===== config.mk =====
export PLATFORM = sky130hd
export DESIGN_NAME = spike_window_classifier_flat
export DESIGN_NICKNAME = d
export VERILOG_FILES = /design/src/rtl/spike_window_classifier_if.sv /design/src/rtl/spike_window_classifier.sv /design/src/flat_wrapper.sv
export SDC_FILE = /design/constraint.sdc
export NUM_CORES = 1
export LEC_CHECK = 0
export ABC_AREA = 1
export CAP_MARGIN = 5
export CORE_AREA = 2 2 53 55
export CTS_BUF_LIST = sky130_fd_sc_hd__clkbuf_8
export DETAILED_ROUTE_END_ITERATION = 8
export DIE_AREA = 0 0 55 57
export PLACE_DENSITY = 0.83
export SETUP_SLACK_MARGIN = 0.3
export SKIP_LAST_GASP = 1
export SLEW_MARGIN = 20
export SYNTH_ARGS = -nofsm -noshare
export SYNTH_HDL_FRONTEND = slang
export SYNTH_SLANG_ARGS = --single-unit

===== constraint.sdc =====
create_clock -name clk -period 7.6 [get_ports clk]
set_input_delay 1.14 -clock clk [delete_from_list [all_inputs] [get_ports clk]]
set_output_delay 1.14 -clock clk [all_outputs]
set_load 0.03 [all_outputs]

===== src/rtl/spike_window_classifier_if.sv =====
// Result handshake bundle for spike_window_classifier.
// Carries the class decision and window totals to the readout side.
interface spike_window_classifier_if #(
    parameter int CW = 6
) ();
    logic          class_valid;
    logic          class_ready;
    logic [1:0]    class_id;
    logic [CW-1:0] tot_a;
    logic [CW-1:0] tot_b;

    modport master (
        output class_valid,
        output class_id,
        output tot_a,
        output tot_b,
        input  class_ready
    );

    modport slave (
        input  class_valid,
        input  class_id,
        input  tot_a,
        input  tot_b,
        output class_ready
    );
endinterface


===== src/rtl/spike_window_classifier.sv =====
// Windowed rate decoder for group-gated WTA spikes.
// Counts Group A/B spikes per window and reports the winning class.
module spike_window_classifier #(
    parameter int WINDOW = 16,
    parameter int THRESH = 3
) (
    input  logic                         clk,
    input  logic                         rst,
    input  logic                         en,
    input  logic [3:0]                   spike_in,
    spike_window_classifier_if.master    res,
    output logic                         overrun
);
    localparam int CW = $clog2(2*WINDOW+1);
    localparam int WW = $clog2(WINDOW);

    typedef enum logic {IDLE, RUN} state_t;

    state_t        state, state_nx;
    logic [WW-1:0] win_cnt, win_nx;
    logic [CW-1:0] acc_a, acc_b, acc_a_nx, acc_b_nx;
    logic [CW-1:0] fa, fb;
    logic          done;
    logic [1:0]    cls;

    logic          valid;
    logic [1:0]    id_r;
    logic [CW-1:0] ta_r, tb_r;

    // Next state, running totals including this cycle, and window end.
    always_comb begin
        state_nx = state;
        win_nx   = '0;
        acc_a_nx = '0;
        acc_b_nx = '0;
        done     = 1'b0;
        fa = ((state == RUN) ? acc_a : '0)
           + CW'(spike_in[0]) + CW'(spike_in[1]);
        fb = ((state == RUN) ? acc_b : '0)
           + CW'(spike_in[2]) + CW'(spike_in[3]);
        unique case (state)
            IDLE:    if (en)  state_nx = RUN;
            RUN:     if (!en) state_nx = IDLE;
            default: state_nx = IDLE;
        endcase
        // en=0 leaves the defaults: partial window is discarded.
        if (en) begin
            if (win_cnt == WW'(WINDOW-1)) begin
                done = 1'b1;
            end else begin
                win_nx   = win_cnt + 1'b1;
                acc_a_nx = fa;
                acc_b_nx = fb;
            end
        end
    end

    // Decide the class from the final totals of the window.
    always_comb begin
        cls = 2'd0;
        if (fa > fb && fa >= CW'(THRESH)) begin
            cls = 2'd1;
        end else if (fb > fa && fb >= CW'(THRESH)) begin
            cls = 2'd2;
        end
    end

    // State, window counter and accumulators.
    always_ff @(posedge clk) begin
        if (rst) begin
            state   <= IDLE;
            win_cnt <= '0;
            acc_a   <= '0;
            acc_b   <= '0;
        end else begin
            state   <= state_nx;
            win_cnt <= win_nx;
            acc_a   <= acc_a_nx;
            acc_b   <= acc_b_nx;
        end
    end

    // Single-entry result buffer; a result arriving while blocked is lost.
    always_ff @(posedge clk) begin
        if (rst) begin
            valid   <= 1'b0;
            id_r    <= 2'd0;
            ta_r    <= '0;
            tb_r    <= '0;
            overrun <= 1'b0;
        end else if (done) begin
            if (!valid || res.class_ready) begin
                valid <= 1'b1;
                id_r  <= cls;
                ta_r  <= fa;
                tb_r  <= fb;
            end else begin
                overrun <= 1'b1;
            end
        end else if (valid && res.class_ready) begin
            valid <= 1'b0;
        end
    end

    assign res.class_valid = valid;
    assign res.class_id    = id_r;
    assign res.tot_a       = ta_r;
    assign res.tot_b       = tb_r;
endmodule


===== src/flat_wrapper.sv =====
// flat-port wrapper written by rule: the top's interface ports become plain ports
module spike_window_classifier_flat 
#(
    parameter int WINDOW = 16,
    parameter int THRESH = 3
)
  (clk, rst, en, spike_in, overrun, res_class_valid, res_class_id, res_tot_a, res_tot_b, res_class_ready);
  spike_window_classifier_if #(.CW((4))) res_i ();
  input  logic clk;
  input  logic rst;
  input  logic en;
  input  logic [3:0] spike_in;
  output logic overrun;
  output wire logic [$bits(res_i.class_valid)-1:0] res_class_valid;
  output wire logic [$bits(res_i.class_id)-1:0] res_class_id;
  output wire logic [$bits(res_i.tot_a)-1:0] res_tot_a;
  output wire logic [$bits(res_i.tot_b)-1:0] res_tot_b;
  input wire logic [$bits(res_i.class_ready)-1:0] res_class_ready;
  assign res_class_valid = res_i.class_valid;
  assign res_class_id = res_i.class_id;
  assign res_tot_a = res_i.tot_a;
  assign res_tot_b = res_i.tot_b;
  assign res_i.class_ready = res_class_ready;
  spike_window_classifier #(.WINDOW(WINDOW), .THRESH(THRESH)) u_core (.clk(clk), .rst(rst), .en(en), .spike_in(spike_in), .res(res_i), .overrun(overrun));
endmodule

run_1/sizes.png
(4 px per um)
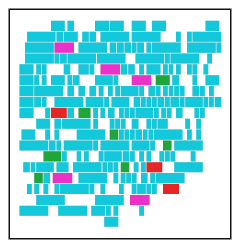
[cyan] _0 and _1 cells | cells: 207
[magenta] _6 and larger | cells: 5
[green] _2 cells | cells: 7
[red] _3 and _4 cells | cells: 3

run_1/metal_density.png
(6 px per um) 11 x 11 tiles, from dark purple (low) to yellow (high), scaled to the fullest tile. Values are wire area over tile area, all layers added.
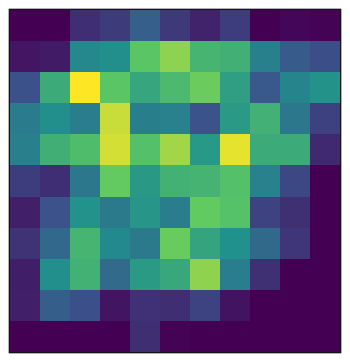
emptiest ninth of the die: lower right
densest ninth of the die: centre
tiles over half the peak: 33%
vias after detailed routing: 1239
detailed-route wire length per cell: 10.1 um
overall routing resource usage: 0.196

run_1/placement_by_type.png
(8 px per um)
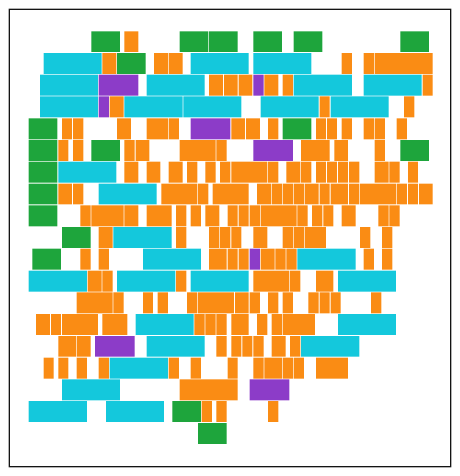
[green] other buffers and delay cells | cells: 19
[purple] clock drivers and dummy loads | cells: 8
[orange] combinational and other logic | cells: 166
[cyan] flops | cells: 29

==> results_dict.tcl, run 1 <==
# yosys + openroad results
set metrics [dict create \
    outcome "finished clean" \
    post_cts_hold_fix_buffer_tally 0 \
    antenna-diode-count 0 \
    period_used_share 0.455 \
    grt_remaining_overflow 0 \
    finalSetupTns_ps 0 \
    grt_first_pass_wirelength_um 4440 \
    post_synth_most_frequent_cells "41 x sky130_fd_sc_hd__nand2_1, 34 x sky130_fd_sc_hd__inv_1, 31 x sky130_fd_sc_hd__nor2_1" \
    worst_slew_pin_slew_ps 563 \
    openroad.warnings 26 \
    cp-end-kind "register" \
    slew_headroom 0.624 \
    sequential_share_of_the_synthesized_area 0.399 \
    synth_dominant_cell_count "sky130_fd_sc_hd__nand2_1" \
    die_y_um 57 \
    critical_path.top_delay_family "adder cells" \
    numSynthFlops 29 \
    cpMaxStageDelayCell "sky130_fd_sc_hd__clkdlybuf4s50_1" \
    fin_skew_ps 6.88 \
    finalHoldViolations 0 \
    rsz0062_at_grt "false" \
    clock.latency.late_pin_ps 280 \
    asyncSetResetFlopFracSynth 0 \
    cp_data_arrival_time_ps 3620 \
    synth_top_cell_by_area "sky130_fd_sc_hd__dfxtp_1" \
    netlist_area_um2 1460 \
    cp_common_cell "sky130_fd_sc_hd__nand2_1" \
    worstPathRequired_ps 7760 \
    clk_transition_reported_paths_ps 60 \
    finalNetCount 240 \
    placeableCoreArea_um2 2620 \
    drtPass1Iterations 4 \
    core.rowCount 19 \
    post_synth.cell_area_avg_um2 7.35 \
    fin_crit_ps 3460 \
    die_x_um 55 \
    fp-utilization 0.556 \
    syn2layout_area_growth_pct 19.3 \
    drt.antenna.violating_nets 0 \
    dpl.hpwl_um 1940 \
    post_synth_num_cell_types 23 \
    crit_path_cells "clkdlybuf4s50_1, inv_1, fa_1, inv_1, ha_1, nand3_2, o21ai_0, nand2_1, inv_1, ha_1, nand2_1, nor2_1, o21ai_0, nand2_1, nor2_1, nor2_1, nand2_1, a21oi_2" \
    max_capacitance_violation_count 0 \
    synth-edff-count 0 \
    finalWirelength_um 2540 \
    number_of_buffer_cells_added_on_primary_ports 19 \
    post_cts_buffers 0 \
    synth.net_count 217 \
    synth_warnings 0 \
    ctsResizeCount 0 \
    grt_start_max_net_pins 20 \
    cts.path.max_buffers 2 \
    cts_tree "yes" \
    path_class "input pin to register" \
    antenna_found_initial 0 \
    synthFlopType "sky130_fd_sc_hd__dfxtp_1" \
    setup_viol 0 \
    ir_worst_vdd_mv 0.199 \
    fin_hold_ws_ps 448 \
    drc 0 \
    power_density_nw_per_um2 167 \
    h-tree-depth 2 \
    maxSlewViolCount 0 \
    detail_routed_via_count_per_cell 4.90 \
    top_level_ports 20 \
    crit_buf_inv 4 \
    numCtsBuffers 5 \
    chip_area_um2 3140 \
    max_freq_ghz 0.289 \
    worstPathMaxFanout 3 \
    cts_num_sinks 29 \
    slowest_delay_ps 450 \
    crit_path_launch_type "input pin" \
    synthesis.instances 198 \
    hold_removal_path_class "register to register" \
    clockRootBuffer "sky130_fd_sc_hd__clkbuf_8" \
    first_global_vias 1091 \
    drt-initial-drc-count 22 \
    netlist.area_leader.share 0.399 \
    leakage_nw 0.867 \
    yosysChipArea_um2 1460 \
    yosys-top-cells-area "sky130_fd_sc_hd__dfxtp_1 40%, sky130_fd_sc_hd__nand2_1 11%, sky130_fd_sc_hd__inv_1 8.8%" \
    ys_cells 198 \
    proportion_of_layout_cells_with_a_drive_suffix_above_1 0.0676 \
    finalWeightedCongestion 0.801 \
]
[run 1: cell type report]
cell class / count / area, um2
Tap cell: 31 / 38.8
Sequential cell: 29 / 581
Inverter: 34 / 128
Fill cell: 232 / 878
Clock inverter: 3 / 11.3
Timing Repair Buffer: 19 / 190
Multi-Input combinational cell: 132 / 719
Clock buffer: 5 / 68.8
[run 1: routing by layer]
| layer | up-vias | part of all wire | track usage |
|---|---|---|---|
| li1 | 659 | - | - |
| met1 | 553 | 0.47 | 0.247 |
| met2 | 23 | 0.47 | 0.313 |
| met3 | 4 | 0.050 | 0.0707 |
| met4 | 0 | 0.013 | 0.0523 |
| met5 | - | 0 | 0 |
[run 1: metrics by stage]
step	area [um2]	power, mW	utilization	std cells	setup slack [ps]
floorplan	1460	0.173	-	198	4510
global placement	1660	0.181	0.633	245	3930
detailed placement	1660	0.181	0.633	245	3840
CTS	1740	0.293	0.664	253	4140
global route	1740	0.304	0.664	253	3890
finish	1740	0.290	0.664	253	4140
[run 1: placed cells by master (no fill, tap or decap), drive strengths merged]
cell,netlist,final
nand3b,1,1
inv,34,37
xnor2,1,1
a211oi,1,1
clkdlybuf4s50,0,19
dfxtp,29,29
nor2,34,34
nand3,10,10
fa,2,2
o21ai,12,12
or2,2,2
clkbuf,0,5
ha,9,9
nand2,43,43
a21oi,14,14
nand4,3,3
[run 1: worst paths after layout]
kind	cells past startpoint	start	slack [ps]	endpoint
max	18	spike_in[2]	4140	u_core.res.class_id[0]
min	1	u_core.win_cnt[0]	450	u_core.win_cnt[0]
min reg2reg	1	u_core.win_cnt[0]	450	u_core.win_cnt[0]
max reg2reg	17	u_core.state	4730	u_core.res.class_id[0]
[run 1: flip-flops by register name, summed over array words and instances, names as in the netlist, 2 cells and up]
name,count
u_core.acc_b,6
u_core.res.class_id,2
u_core.ta_r,4
u_core.acc_a,6
u_core.win_cnt,4
u_core.tb_r,4
[run 1: report_power, final]
group / switching [mW] / leakage [nW] / internal (mW)
registers: 0.00195 / 0.235 / 0.154
clock network: 0.0521 / 0.0519 / 0.0607
logic: 0.0120 / 0.580 / 0.00946
[run 1: cells by family (layout without fill, tap and decap cells)]
kind of cell	after synthesis	count (layout)	synth area share
simple gates	93	93	0.286
flops	29	29	0.399
xor+xnor	1	1	0.00602
buf+inv	37	61	0.107
compound gates	27	27	0.0972
fa+ha+maj	11	11	0.105
run_1/clocks.png
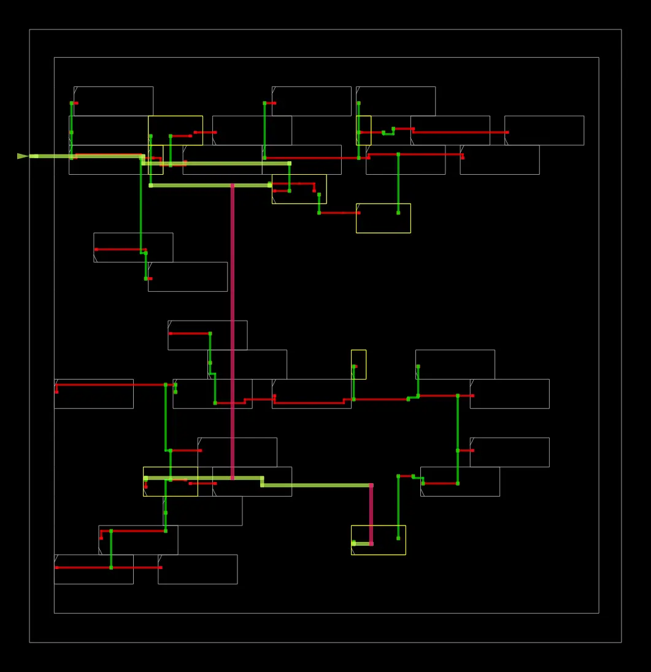

==> run 2, diff against run 1 <==
CORE_AREA = 2 2 57 59   (was 2 2 53 55)
DIE_AREA = 0 0 59 61   (was 0 0 55 57)
PLACE_DENSITY = 0.75   (was 0.83)
clock period = 2.9 ns   (was 7.6 ns; I/O delays follow)
run_2/clocks.png
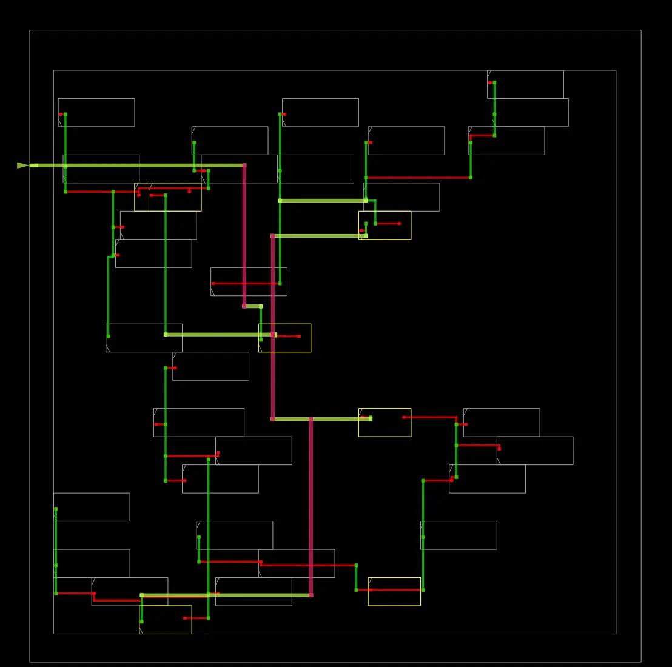
clock buffer instance count of the final layout: 6
Num CTS Buffers: 5
CTS sink cnt: 29
clock distribution power: 0.325 mW
worst skew pair latency: 280 ps

==> results_dict.tcl, run 2 <==
# yosys + openroad results
set metrics [dict create \
    outcome "finished clean" \
    crit_path_cells "nand2_2, fa_2, inv_2, ha_4, nand3_2, o21ai_1, nand2_1, inv_2, ha_1, nand2_2, nor2_4, buf_4, nand3_1, nand2_1, nor2_1, nand2_1, a21oi_2" \
    post_synth_most_frequent_cells "41 x sky130_fd_sc_hd__nand2_1, 34 x sky130_fd_sc_hd__inv_1, 31 x sky130_fd_sc_hd__nor2_1" \
    synth_dominant_cell_count "sky130_fd_sc_hd__nand2_1" \
    top_level_ports 20 \
    critical_path.top_delay_family "adder cells" \
    sequential_share_of_the_synthesized_area 0.399 \
    antenna-diode-count 0 \
    cp_common_cell "sky130_fd_sc_hd__nand2_1" \
    cts.path.max_buffers 2 \
    clk_transition_reported_paths_ps 60 \
    asyncSetResetFlopFracSynth 0 \
    worstPathRequired_ps 3120 \
    post_dp_cell_area_um2 1730 \
    reg.largest.list "u_core.acc_a: 6 flops, u_core.acc_b: 6 flops" \
    maxSlewViolCount 0 \
    openroad.warnings 26 \
    power_density_nw_per_um2 420 \
    worstPathMaxFanout 3 \
    hold_removal_path_class "register to register" \
    finalNetCount 251 \
    cts_tree "yes" \
    grt_remaining_overflow 0 \
    grt_start_max_net_pins 20 \
    slowest_delay_ps 390 \
    cp_data_arrival_time_ps 2590 \
    finalWeightedCongestion 0.839 \
    proportion_of_layout_cells_with_a_drive_suffix_above_1 0.190 \
    aoi_share 0.0972 \
    post_cts_hold_fix_buffer_tally 0 \
    synthFlopType "sky130_fd_sc_hd__dfxtp_1" \
    path_class "register to register" \
    worst_slew_pin_slew_ps 580 \
    antenna_found_initial 0 \
    netlist.area_leader.share 0.399 \
    leakage_nw 0.945 \
    setup_viol 0 \
    drt-initial-drc-count 38 \
    clockRootBuffer "sky130_fd_sc_hd__clkbuf_8" \
    numSynthFlops 29 \
    yosys-top-cells-area "sky130_fd_sc_hd__dfxtp_1 40%, sky130_fd_sc_hd__nand2_1 11%, sky130_fd_sc_hd__inv_1 8.8%" \
    number_of_buffer_cells_added_on_primary_ports 19 \
    drtPass1Iterations 4 \
    detail_route.wl_per_cell_um 11.2 \
    post_synth_num_cell_types 23 \
    die_y_um 61 \
    drc 0 \
    cp-end-kind "register" \
    finalWirelength_um 2960 \
    crit_path_launch_type "register" \
    synth.cellmix.simpleShare 0.286 \
    synth_warnings 0 \
    setup_ws_ps 531 \
    max_capacitance_violation_count 0 \
    finalInstanceArea_um2 1900 \
    synthesis.instances 198 \
    synth-adder-area-share 0.105 \
    mostFrequentLayoutCell "sky130_fd_sc_hd__nand2_1" \
    ir_worst_vdd_mv 0.333 \
    slew_headroom 0.613 \
    first_global_vias 1133 \
    dpl.hpwl_um 2210 \
    finalHoldViolations 0 \
    top_logic_kind "simple AND/OR/NAND/NOR gates" \
    chip_area_um2 3600 \
    syn2layout_area_growth_pct 30.9 \
    netlist_area_um2 1460 \
    via_count 1262 \
    rsz0062_at_grt "false" \
    synth.net_count 217 \
    post_synth.cell_area_avg_um2 7.35 \
    design_power_mw 0.800 \
    fin_skew_ps 5.33 \
    fp-utilization 0.493 \
    synth.mux.area_fraction 0 \
    yosysChipArea_um2 1460 \
    detailedPlace.worstSlack_ps -116 \
    cpMaxStageDelayCell "sky130_fd_sc_hd__fa_2" \
    grtUsageTotal 0.184 \
    die_x_um 59 \
    crit_buf_inv 3 \
    synth-edff-count 0 \
    h-tree-depth 2 \
    synth_top_cell_by_area "sky130_fd_sc_hd__dfxtp_1" \
    grt_first_pass_wirelength_um 4840 \
    fin_crit_ps 2370 \
    final_cell_mix "37 x sky130_fd_sc_hd__nand2_1, 30 x sky130_fd_sc_hd__inv_1, 29 x sky130_fd_sc_hd__nor2_1" \
    period_used_share 0.817 \
    drt.antenna.violating_nets 0 \
    max_freq_ghz 0.422 \
    ys_cells 198 \
    detail_routed_via_count_per_cell 4.76 \
    yosys.area_share.xor_xnor 0.00602 \
]
run_2/placement_by_type.png
(8 px per um)
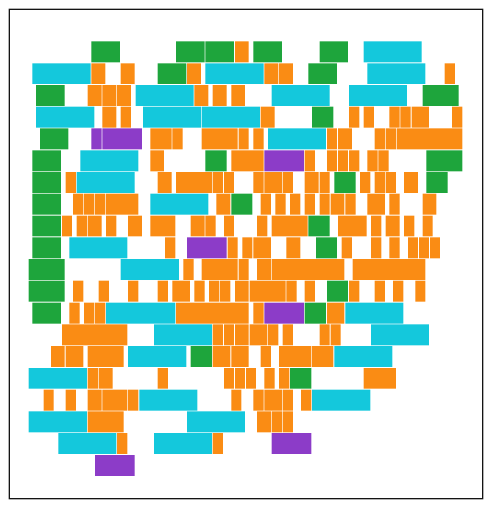
placement row count: 20
core box area: 2950 um2

==> run 2: cell counts after synthesis <==
No cell type changed its count.
==> run 2: what timing repair did <==
action                                  in CTS  in global routing
pin swaps                                    4                 13
gates resized                                9                 19
buffers inserted                             1                  1
cloned                                       0                  0
endpoints found under the setup margin       2                  2
==> run 2: metrics by stage <==
stage | setup TNS [ps] | cells | hold slack, ps | utilization
2_1_floorplan | 0 | 198 | 418 | -
3_3_place_gp | -3.83 | 256 | 431 | 0.585
3_5_place_dp | -192 | 256 | 441 | 0.585
4_1_cts | 0 | 264 | 450 | 0.624
5_1_grt | 0 | 265 | 501 | 0.645
6_report | 0 | 265 | 445 | 0.645
==> run 2: worst paths after layout <==
| kind | startpoint | to | slack, ps | depth (start not counted) |
|---|---|---|---|---|
| setup / recovery | u_core.state | u_core.res.class_id[0] | 530 | 17 |
| hold / removal | u_core.win_cnt[0] | u_core.win_cnt[0] | 450 | 1 |
| setup reg to reg | u_core.state | u_core.res.class_id[0] | 530 | 17 |
| hold reg to reg | u_core.win_cnt[0] | u_core.win_cnt[0] | 450 | 1 |
==> run 2: kinds of logic (layout without fill, tap and decap cells) <==
| family | count (synthesis) | count (layout) |
|---|---|---|
| buffers and inverters | 37 | 71 |
| adders and majority gates | 11 | 11 |
| DFF | 29 | 29 |
| xor gates and xnor gates | 1 | 1 |
| and+or+nand+nor | 93 | 93 |
| AOI/OAI and AO/OA | 27 | 27 |
==> run 2: cell type report <==
| class | instances | area [um2] |
|---|---|---|
| Fill cell | 275 | 1050 |
| Sequential cell | 29 | 584 |
| Clock inverter | 1 | 3.75 |
| Multi-Input combinational cell | 132 | 782 |
| Inverter | 34 | 128 |
| Clock buffer | 6 | 82.6 |
| Timing Repair Buffer | 30 | 283 |
| Tap cell | 33 | 41.3 |
==> run 2: power by group <==
| group | total (mW) | leakage, nW | internal (mW) | switching (mW) |
|---|---|---|---|---|
| registers | 0.406 | 0.235 | 0.403 | 0.00292 |
| clock network | 0.325 | 0.0485 | 0.184 | 0.141 |
| logic | 0.0697 | 0.662 | 0.0309 | 0.0388 |
==> run 2: layer usage <==
metal | track usage | routed length (um) | up-vias
met5 | 0 | 0 | -
met3 | 0.0576 | 118 | 7
li1 | - | - | 679
met2 | 0.298 | 1460 | 23
met1 | 0.223 | 1330 | 553
met4 | 0.0844 | 48 | 0
Power is estimated from default activity; no workload was simulated.
